Fig. 1: run 1, placed standard cells
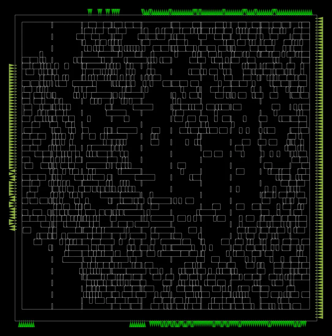
Fig. 2: run 1, where the registers sit
(2 px per um)
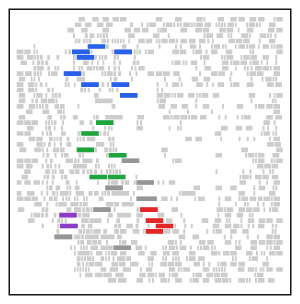
Fig. 3: run 1, wires at chosen ports, followed through buffers
(3 px per um)
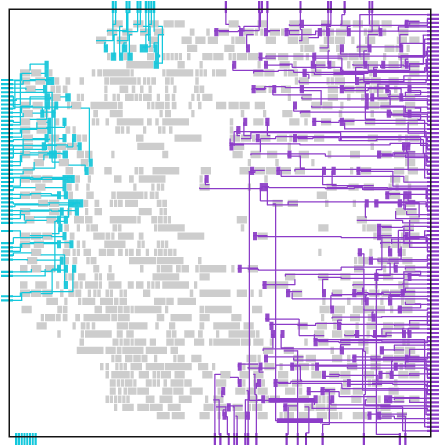
Fig. 4: run 1, cell classes on the final placement
(2 px per um)
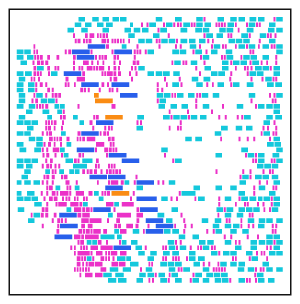
$ cat config.mk
export PLATFORM = sky130hd
export DESIGN_NAME = switch_egress_sched_flat
export DESIGN_NICKNAME = d
export VERILOG_FILES = /design/src/rtl/switch_pkg.sv /design/src/rtl/switch_egress_sched_if.sv /design/src/rtl/rr_arb4.sv /design/src/rtl/switch_egress_sched.sv /design/src/flat_wrapper.sv
export SDC_FILE = /design/constraint.sdc
export NUM_CORES = 1
export LEC_CHECK = 0
export ABC_AREA = 1
export CAP_MARGIN = 10
export CORE_AREA = 3 3 137 139
export CTS_CLUSTER_DIAMETER = 120
export CTS_CLUSTER_SIZE = 28
export DETAILED_ROUTE_END_ITERATION = 16
export DIE_AREA = 0 0 140 142
export GPL_ROUTABILITY_DRIVEN = 0
export HOLD_SLACK_MARGIN = 0.03
export PLACE_DENSITY = 0.55
export SLEW_MARGIN = 20
export SYNTH_ARGS = -nofsm -noshare
export SYNTH_HDL_FRONTEND = slang
export SYNTH_HIERARCHICAL = 1
export SYNTH_SLANG_ARGS = --single-unit
$ cat constraint.sdc
create_clock -name clk -period 4 [get_ports clk]
set_input_delay 0.8 -clock clk [delete_from_list [all_inputs] [get_ports clk]]
set_output_delay 0.8 -clock clk [all_outputs]
set_load 0.02 [all_outputs]
$ cat src/rtl/switch_pkg.sv
// Shared descriptor layout, port count and scheduler state encoding.
// Header-only package: no timing, no back-pressure of its own.
package switch_pkg;

    localparam int NPORT     = 4;
    localparam int DESC_W    = 16;
    localparam int START_LSB = 0;
    localparam int START_W   = 8;
    localparam int CNT_LSB   = 8;
    localparam int CNT_W     = 6;
    localparam int RSV_LSB   = 14;
    localparam int RSV_W     = 2;

    typedef enum logic {
        ST_IDLE = 1'b0,
        ST_XFER = 1'b1
    } state_t;

    function automatic logic [NPORT-1:0] onehot4(input logic [1:0] idx);
        return 4'b0001 << idx;
    endfunction

endpackage

$ cat src/rtl/switch_egress_sched_if.sv
// Bundle of queue, cell-memory and cell-output signals around the egress scheduler.
// Pure wiring: the scheduler owns q_rd/mem_rd/o_cell_*; the environment owns the rest.
interface switch_egress_sched_if #(
    parameter int AW = 8,
    parameter int DW = 128
) ();
    import switch_pkg::*;

    logic [NPORT-1:0]        q_empty;
    logic [NPORT*DESC_W-1:0] q_head;
    logic [NPORT-1:0]        q_rd;
    logic                    mem_rd;
    logic [AW-1:0]           mem_addr;
    logic [DW-1:0]           mem_dout;
    logic                    o_cell_fifo_wr;
    logic [NPORT-1:0]        o_cell_fifo_sel;
    logic [DW-1:0]           o_cell_fifo_din;
    logic                    o_cell_first;
    logic                    o_cell_last;
    logic [NPORT-1:0]        o_cell_bp;
    logic                    busy;

    modport sched (
        input  q_empty, q_head, mem_dout, o_cell_bp,
        output q_rd, mem_rd, mem_addr, o_cell_fifo_wr, o_cell_fifo_sel,
               o_cell_fifo_din, o_cell_first, o_cell_last, busy
    );

    modport env (
        output q_empty, q_head, mem_dout, o_cell_bp,
        input  q_rd, mem_rd, mem_addr, o_cell_fifo_wr, o_cell_fifo_sel,
               o_cell_fifo_din, o_cell_first, o_cell_last, busy
    );

endinterface

$ cat src/rtl/rr_arb4.sv
// 4-way round-robin arbiter: combinational grant from req and pointer, pointer moves past winner on i_upd.
// Zero-latency grant; no back-pressure, callers mask ineligible requests.
module rr_arb4 (
    input  logic       clk,
    input  logic       rstn,
    input  logic [3:0] i_req,
    input  logic       i_upd,
    output logic [3:0] o_gnt,
    output logic [1:0] o_gnt_idx,
    output logic       o_any
);

    logic [1:0] r_rr;

    always_comb begin
        o_any     = 1'b0;
        o_gnt_idx = 2'd0;
        for (int k = 0; k < 4; k++) begin
            if (!o_any && i_req[r_rr + 2'(k)]) begin
                o_any     = 1'b1;
                o_gnt_idx = r_rr + 2'(k);
            end
        end
        o_gnt = o_any ? (4'b0001 << o_gnt_idx) : 4'b0000;
    end

    always_ff @(posedge clk or negedge rstn) begin
        if (!rstn) begin
            r_rr <= 2'd0;
        end else if (i_upd) begin
            r_rr <= o_gnt_idx + 2'd1;
        end
    end

endmodule

$ cat src/rtl/switch_egress_sched.sv
// Egress frame scheduler: round-robin picks a port queue, streams its cells atomically, one grant cycle between frames.
// Cell appears one cycle after mem_rd; o_cell_bp of the granted port stalls issue, one in-flight cell may still land.
module switch_egress_sched
    import switch_pkg::*;
#(
    parameter int AW = 8,
    parameter int DW = 128,
    parameter int CW = 6
) (
    input  logic                  clk,
    input  logic                  rstn,
    switch_egress_sched_if.sched  sched_if
);

    state_t             r_state;
    logic [1:0]         r_port;
    logic [AW-1:0]      r_addr;
    logic [CW-1:0]      r_rem;
    logic               r_first_pend;
    logic               r_wr;
    logic [NPORT-1:0]   r_sel;
    logic               r_first;
    logic               r_last;

    logic [START_W-1:0]     w_start [NPORT];
    logic [CNT_W-1:0]       w_cnt   [NPORT];
    logic [NPORT*RSV_W-1:0] w_unused_rsvd;

    for (genvar p = 0; p < NPORT; p++) begin : g_desc
        assign w_start[p] = sched_if.q_head[p*DESC_W + START_LSB +: START_W];
        assign w_cnt[p]   = sched_if.q_head[p*DESC_W + CNT_LSB   +: CNT_W];
        assign w_unused_rsvd[p*RSV_W +: RSV_W] = sched_if.q_head[p*DESC_W + RSV_LSB +: RSV_W];
    end

    logic [NPORT-1:0] w_req;
    logic [NPORT-1:0] w_gnt_oh;
    logic [1:0]       w_gnt_idx;
    logic             w_gnt_any;
    logic             w_grant;
    logic             w_gnt_zero;
    logic             w_issue;
    logic             w_issue_last;

    // Gating with rstn keeps q_rd/busy quiet while reset is held with queues loaded.
    assign w_req = ~sched_if.q_empty & ~sched_if.o_cell_bp & {NPORT{rstn}};

    rr_arb4 u_arb (
        .clk       (clk),
        .rstn      (rstn),
        .i_req     (w_req),
        .i_upd     (w_grant),
        .o_gnt     (w_gnt_oh),
        .o_gnt_idx (w_gnt_idx),
        .o_any     (w_gnt_any)
    );

    assign w_grant      = (r_state == ST_IDLE) && w_gnt_any;
    assign w_gnt_zero   = w_grant && (w_cnt[w_gnt_idx] == '0);
    assign w_issue      = (r_state == ST_XFER) && !sched_if.o_cell_bp[r_port];
    assign w_issue_last = w_issue && (r_rem == CW'(1));

    always_comb begin
        sched_if.q_rd = '0;
        if (w_gnt_zero) begin
            sched_if.q_rd = w_gnt_oh;
        end else if (w_issue_last) begin
            sched_if.q_rd = onehot4(r_port);
        end
    end

    assign sched_if.mem_rd          = w_issue;
    assign sched_if.mem_addr        = w_issue ? r_addr : '0;
    assign sched_if.o_cell_fifo_wr  = r_wr;
    assign sched_if.o_cell_fifo_sel = r_sel;
    assign sched_if.o_cell_first    = r_first;
    assign sched_if.o_cell_last     = r_last;
    assign sched_if.o_cell_fifo_din = r_wr ? sched_if.mem_dout : '0;
    assign sched_if.busy            = (r_state == ST_XFER) || r_wr || w_grant;

    always_ff @(posedge clk or negedge rstn) begin
        if (!rstn) begin
            r_state      <= ST_IDLE;
            r_port       <= 2'd0;
            r_addr       <= '0;
            r_rem        <= '0;
            r_first_pend <= 1'b0;
            r_wr         <= 1'b0;
            r_sel        <= '0;
            r_first      <= 1'b0;
            r_last       <= 1'b0;
        end else begin
            r_wr    <= w_issue;
            r_sel   <= w_issue ? onehot4(r_port) : '0;
            r_first <= w_issue && r_first_pend;
            r_last  <= w_issue_last;
            case (r_state)
                ST_IDLE: begin
                    if (w_grant) begin
                        r_port       <= w_gnt_idx;
                        r_addr       <= AW'(w_start[w_gnt_idx]);
                        r_rem        <= CW'(w_cnt[w_gnt_idx]);
                        r_first_pend <= 1'b1;
                        if (!w_gnt_zero) begin
                            r_state <= ST_XFER;
                        end
                    end
                end
                ST_XFER: begin
                    if (w_issue) begin
                        r_addr       <= r_addr + AW'(1);
                        r_rem        <= r_rem - CW'(1);
                        r_first_pend <= 1'b0;
                        if (w_issue_last) begin
                            r_state <= ST_IDLE;
                        end
                    end
                end
                default: r_state <= ST_IDLE;
            endcase
        end
    end

endmodule

$ cat src/flat_wrapper.sv
// flat-port wrapper written by rule: the top's interface ports become plain ports
module switch_egress_sched_flat import switch_pkg::*;
#(
    parameter int AW = 8,
    parameter int DW = 128,
    parameter int CW = 6
)
  (clk, rstn, sched_if_q_empty, sched_if_q_head, sched_if_mem_dout, sched_if_o_cell_bp, sched_if_q_rd, sched_if_mem_rd, sched_if_mem_addr, sched_if_o_cell_fifo_wr, sched_if_o_cell_fifo_sel, sched_if_o_cell_fifo_din, sched_if_o_cell_first, sched_if_o_cell_last, sched_if_busy);
  switch_egress_sched_if #(.AW(AW), .DW(DW)) sched_if_i ();
  input  logic clk;
  input  logic rstn;
  input wire logic [$bits(sched_if_i.q_empty)-1:0] sched_if_q_empty;
  input wire logic [$bits(sched_if_i.q_head)-1:0] sched_if_q_head;
  input wire logic [$bits(sched_if_i.mem_dout)-1:0] sched_if_mem_dout;
  input wire logic [$bits(sched_if_i.o_cell_bp)-1:0] sched_if_o_cell_bp;
  output wire logic [$bits(sched_if_i.q_rd)-1:0] sched_if_q_rd;
  output wire logic [$bits(sched_if_i.mem_rd)-1:0] sched_if_mem_rd;
  output wire logic [$bits(sched_if_i.mem_addr)-1:0] sched_if_mem_addr;
  output wire logic [$bits(sched_if_i.o_cell_fifo_wr)-1:0] sched_if_o_cell_fifo_wr;
  output wire logic [$bits(sched_if_i.o_cell_fifo_sel)-1:0] sched_if_o_cell_fifo_sel;
  output wire logic [$bits(sched_if_i.o_cell_fifo_din)-1:0] sched_if_o_cell_fifo_din;
  output wire logic [$bits(sched_if_i.o_cell_first)-1:0] sched_if_o_cell_first;
  output wire logic [$bits(sched_if_i.o_cell_last)-1:0] sched_if_o_cell_last;
  output wire logic [$bits(sched_if_i.busy)-1:0] sched_if_busy;
  assign sched_if_i.q_empty = sched_if_q_empty;
  assign sched_if_i.q_head = sched_if_q_head;
  assign sched_if_i.mem_dout = sched_if_mem_dout;
  assign sched_if_i.o_cell_bp = sched_if_o_cell_bp;
  assign sched_if_q_rd = sched_if_i.q_rd;
  assign sched_if_mem_rd = sched_if_i.mem_rd;
  assign sched_if_mem_addr = sched_if_i.mem_addr;
  assign sched_if_o_cell_fifo_wr = sched_if_i.o_cell_fifo_wr;
  assign sched_if_o_cell_fifo_sel = sched_if_i.o_cell_fifo_sel;
  assign sched_if_o_cell_fifo_din = sched_if_i.o_cell_fifo_din;
  assign sched_if_o_cell_first = sched_if_i.o_cell_first;
  assign sched_if_o_cell_last = sched_if_i.o_cell_last;
  assign sched_if_busy = sched_if_i.busy;
  switch_egress_sched #(.AW(AW), .DW(DW), .CW(CW)) u_core (.clk(clk), .rstn(rstn), .sched_if(sched_if_i));
endmodule
==> notes.md, run 1 <==
run results: post-CTS setup buffers=0, Flop pwr share=9.8%, worst-path cell chain=clkbuf_2 -> inv_1 -> nor3_2 -> inv_1 -> nand2_2 -> nand3_4 -> nand2_4 -> buf_12 -> nor2_8 -> nand3b_1 -> nand3_1 -> nand2_2 -> inv_2 -> buf_6 -> nand3_1 -> nand2_1 -> nand2_1 -> nor2_1 -> buf_4 -> nand4_1 -> nand2_1 -> buf_6, count leader, synth=nand2_1, Biggest register=u_core/r_addr, Int Power=2.72 mW, Post-synth top cells=269 x nand2_1, 162 x inv_1, 50 x nand3_1, CTS Hold Bufs=0, largest net degree at the start of global routing=65, P&R area growth vs syn=117%, Min-Delay Path Depth=2, Critical Path Source Type=primary input, CP Launch Point=rstn, status=completed, post-DR vias/cell=4.07, Max-cap violations=0, cell type with the largest total area=nand2_1, LEAKAGE=4.25 nW, total gr overflow=0, number of global-route vias before repair=4853, Mean Syn Cell Area=5.25 um^2, max reg flops=8, CP Depth=22, yosys cell count=665, Final HPWL DP=16000 um, clock buffers=3, WHS=500 ps, Unique cell types=31, CP most frequent cell=nand2_1, Routed Antenna Nets=0, cycle use final=95.1%, R2R cell count=20, cell family with most CP delay=simple AND/OR/NAND/NOR gates, Fin. Hold Viols=0, dpl ws=-773 ps, Comb area share=27.8%, Worst-path clk slew=70 ps, most instantiated logic cells after routing=329 x clkdlybuf4s50_1, 262 x nand2_1, 160 x inv_1, sw frac=53.2%, Die H=142 um, FF-to-FF End=u_core/r_addr[0]$_DFFE_PN0P_, Synth Seq Share=19.3%, Comb gates=434, nature of the critical path endpoint=output pin, Max power group=combinational logic, GRT Util Overall=17.9%, CTS Sinks=27, 1st-iter DRT viols=254, Gate power share=86.1%, Max Fclk=263 MHz, Die Area=19900 um^2, yosys warns=6, crit path max fanout=8, mux share=0%, main logic family after synthesis=simple AND/OR/NAND/NOR gates, clock share of power=4.1%, max layer used=met5, yosys adder share=2.51%, Non-CTS inverters=173, Worst setup endpoint=sched_if_q_rd[1], worst ir drop on vdd=379 uV, Syn Inst Count=665, worst hold path class=reg2reg, met2 Usage GRT=30.1%, flip-flops with a built-in enable=0, Inserted Clock Buffers=3, Post-Synth XOR/XNOR Area=1.00%, TAP cells=229, vias=5065, GR Layer Usage met3=2.96%, tool warnings=38, Worst Path Required=3200 ps, CP Class=in2out, M1 WL=8760 um, P_sw=3.09 mW, DIE WIDTH=140 um, comb pwr=5.00 mW, CTS root buf=clkbuf_16, Post-Place Cells=1235, R2R Setup Slk=1530 ps, Power, Total=5.81 mW, routed wire length=19300 um, layout cells sized above 1=9.93%, clk ins delay skew pair=270 ps, bufs w/o clock=379, post-CTS sizing=25, fill count=1875, initial antenna violation count=2, Non-clock buffers, area share=49.7%, met3 WL=1190 um, FP Core Util=19.6%, worst endpoint data arrival time=3000 ps, yosys simple share=48.9%, Flops after synth=27, setup TNS=0 ps, area share of the largest cell type after synthesis=28.9%, Clk. pwr=0.241 mW, Synth async-reset ratio=100%, grt peak-use layer=met2, slowest cell on the critical path=inv_1, ao+oa area frac=5.12%, clk tree area frac=1.09%, Syn Nets=874, CTS tree=yes, Max Buffers Root-to-Sink=2, Dominant Register Cell=dfrtp_1, routed len/inst=15.5 um
## Picture notes: Fig. 1
Flop Count: 27
Final Util: 42.6%

## Picture notes: Fig. 2
[blue] u_core/r_addr | sequential cells: 8
[green] u_core/r_rem | sequential cells: 6
[purple] u_core/r_port | sequential cells: 2
[red] u_core/sched_if.o_cell_fifo_sel | sequential cells: 4 | where: south
not coloured: 7
Flop area: 679 um^2
Seq area share: 8.97%
seq pwr: 0.568 mW

## Picture notes: Fig. 3
[purple] sched_if_mem_dout | bits: 128 | direction: input | edge: 103 east, 15 south, 10 north | end cells: 128 | buffers: 128 | wire: 4770 um
[cyan] sched_if_q_head | bits: 64 | direction: input | edge: 46 west, 10 north, 8 south | end cells: 56 | buffers: 56 | wire: 1020 um
I/O pins: 351
IO Port Bufs: 342

## Picture notes: Fig. 4
[blue] sequential cells | cells: 27 | share of their area: 9.3%
[magenta] remaining logic cells | cells: 607 | share of their area: 38%
[orange] clock drivers and dummy loads | cells: 4 | share of their area: 1.1%
[cyan] remaining buffers and delay cells | cells: 379 | share of their area: 52%
cell row count: 49
core area: 17800 um^2
post-route cell area: 7570 um^2

Fig. 5: run 1, routed clock nets over the placement
(2 px per um)
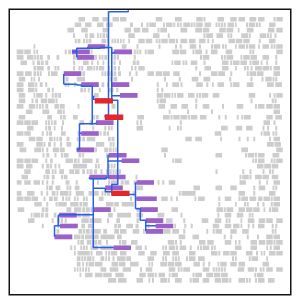

==> run 1 -> run 2 <==
- GPL_ROUTABILITY_DRIVEN: 0 -> 1
- HOLD_SLACK_MARGIN: 0.03 -> 0.05
- SLEW_MARGIN: 20 -> unset
Fig. 6: run 2, routed clock nets over the placement
(2 px per um)
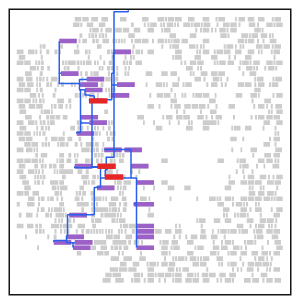
[blue] clock wires | length: 425 um
[purple] flip-flops | count: 27
[red] clock-net drivers | count: 3
routed clock nets: 4
clk ins delay skew pair: 270 ps
clock share of power: 4.1%
Clock Skews: 7.09 ps

==> notes.md, run 2 <==
run results: status=completed, Die H=142 um (unchanged), largest net degree at the start of global routing=57 (-12%), yosys adder share=2.51% (unchanged), Min-Delay Path Depth=2 (unchanged), Power, Total=5.69 mW (-2.2%), Fin. Hold Viols=0 (unchanged), routed wl met2=8800 um, Clk. pwr=0.236 mW (-2%), sw frac=53.2% (about the same), Pwr Density=760 nW/um^2, R2R Setup Slk=1720 ps (+190 ps), Non-CTS inverters=173 (unchanged), cell row count=49 (unchanged), Max Fclk=270 MHz (+2.8%), R2R cell count=17 (-15%), core area=17800 um^2 (unchanged), mux share=0% (unchanged), GRT Util Overall=17.9% (about the same), max reg flops=8 (unchanged), main logic family after synthesis=simple AND/OR/NAND/NOR gates, synthesized cell area=3490 um^2, WHS=498 ps (-2.17 ps), clk tree area frac=1.10% (+0.014 points), Synth Seq Share=19.3% (unchanged), DIE WIDTH=140 um (unchanged), Slew @ Worst Pin=530 ps, RePlAce Congestion=0.878, total gr overflow=0 (unchanged), worst hold path class=reg2reg, Max Buffers Root-to-Sink=2 (unchanged), Flop pwr share=10.2% (+0.4 points), LEAKAGE=4.21 nW (-0.96%), Comb area share=27.7% (-0.053 points), CP Launch Point=rstn, Yosys chip area=3490 um^2, CTS Hold Bufs=0 (unchanged), Inserted Clock Buffers=3 (unchanged), initial antenna violation count=2 (unchanged), 1st-iter DRT viols=235 (-7.5%), count leader, synth=nand2_1, cycle use final=92.5% (-2.6 points), area share of the largest cell type after synthesis=28.9% (unchanged), vias=4957 (-2.1%), Gate power share=85.6% (-0.5 points), ao+oa area frac=5.12% (unchanged), Non-clock buffers, area share=49.4% (-0.26 points), post-CTS sizing=23 (-8.0%), Worst setup endpoint=sched_if_q_rd[3], post-DR vias/cell=3.99 (-1.9%), worst ir drop on vdd=444 uV (+17%), cell family with most CP delay=simple AND/OR/NAND/NOR gates, Final WS setup=299 ps, GR Layer Usage met3=3.49% (+0.54 points), worst endpoint data arrival time=2900 ps (-100 ps), post-route cell area=7480 um^2 (-1.2%), P&R area growth vs syn=114%, top cells, area=nand2_1 29%, dfrtp_1 19%, inv_1 17%, FP Core Util=19.6% (unchanged), fill count=1943 (+3.6%), Flops after synth=27 (unchanged), flip-flops with a built-in enable=0 (unchanged), cell type with the largest total area=nand2_1, seq pwr=0.582 mW (+2%), CTS Sinks=27 (unchanged), yosys cell count=665 (unchanged), Final Util=42.1% (-0.53 points), I/O pins=351 (unchanged), Worst Path Required=3200 ps (about the same), number of global-route vias before repair=4597 (-5.3%), CTS tree=yes, CP most frequent cell=nand2_1, met3 WL=1240 um (+3.8%), IO Port Bufs=342 (unchanged), CTS root buf=clkbuf_16, slowest cell on the critical path=nor3_2, Post-synth top cells=269 x nand2_1, 162 x inv_1, 50 x nand3_1, dpl ws=-749 ps (+24.0 ps), P_sw=3.03 mW (-2.1%), RSZ-0062 raised after global routing=false, routed len/inst=15.3 um (-1.4%), slowest stage delay, CP=210 ps, grt peak-use layer=met2, Post-Place Cells=1233 (-0.16%), Biggest register=u_core/r_addr, met2 Usage GRT=29.4% (-0.68 points), Unique cell types=31 (unchanged), post-CTS setup buffers=0 (unchanged), most instantiated logic cells after routing=329 x clkdlybuf4s50_1, 263 x nand2_1, 160 x inv_1, hold path start=u_core/r_first_pend$_DFFE_PN0P_, Routed Antenna Nets=0 (unchanged), routed wire length=19000 um (-1.6%), max layer used=met4, Mean Syn Cell Area=5.25 um^2 (unchanged), crit path max fanout=14 (+6), M1 WL=8780 um (+0.15%), Finish-stage setup viols=0, CP Class=in2out, Synth async-reset ratio=100% (unchanged), clock buffers=3 (unchanged), yosys warns=6 (unchanged), setup TNS=0 ps (unchanged), Flop area=679 um^2 (unchanged), Dominant Register Cell=dfrtp_1, Worst-path clk slew=70 ps (about the same), Post-Synth XOR/XNOR Area=1.00% (unchanged), residual DRC count=0, Syn Nets=874 (unchanged), Critical Path Source Type=primary input, Max-cap violations=0 (unchanged), tool warnings=38 (unchanged), r2r startpoint=u_core/u_arb/r_rr[0]$_DFFE_PN0P_, yosys simple share=48.9% (unchanged), FF-to-FF End=u_core/r_addr[0]$_DFFE_PN0P_, Max power group=combinational logic, Int Power=2.66 mW (-2.2%), Die Area=19900 um^2 (unchanged), comb pwr=4.87 mW (-3%), worst-path cell chain=clkbuf_2 -> inv_2 -> nor3_2 -> inv_1 -> nand2_2 -> nand3_1 -> nand2_2 -> nand2_1 -> nand2_2 -> nor2_2 -> nand2_2 -> nand2_4 -> buf_12 -> nand2_1 -> nand3_1 -> nand2_1 -> nand2_1 -> nor2_1 -> buf_4 -> nand4_1 -> nand2_1 -> buf_2, CP Depth=22 (unchanged), first-pass iteration count of the detailed router=4, Non-Filler Instances=1243, Comb gates=434 (unchanged), nature of the critical path endpoint=output pin, layout cells sized above 1=9.29% (-0.64 points), bufs w/o clock=374 (-1.3%), Flop Count=27 (unchanged), Syn Inst Count=665 (unchanged), Final HPWL DP=16000 um (+0.22%)
Fig. 7: run 2, placed standard cells
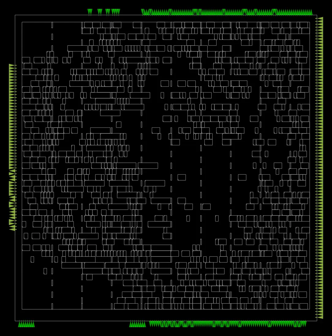
TAP cells: 229
Seq area share: 9.08%

Power and IR drop assume default switching activity.
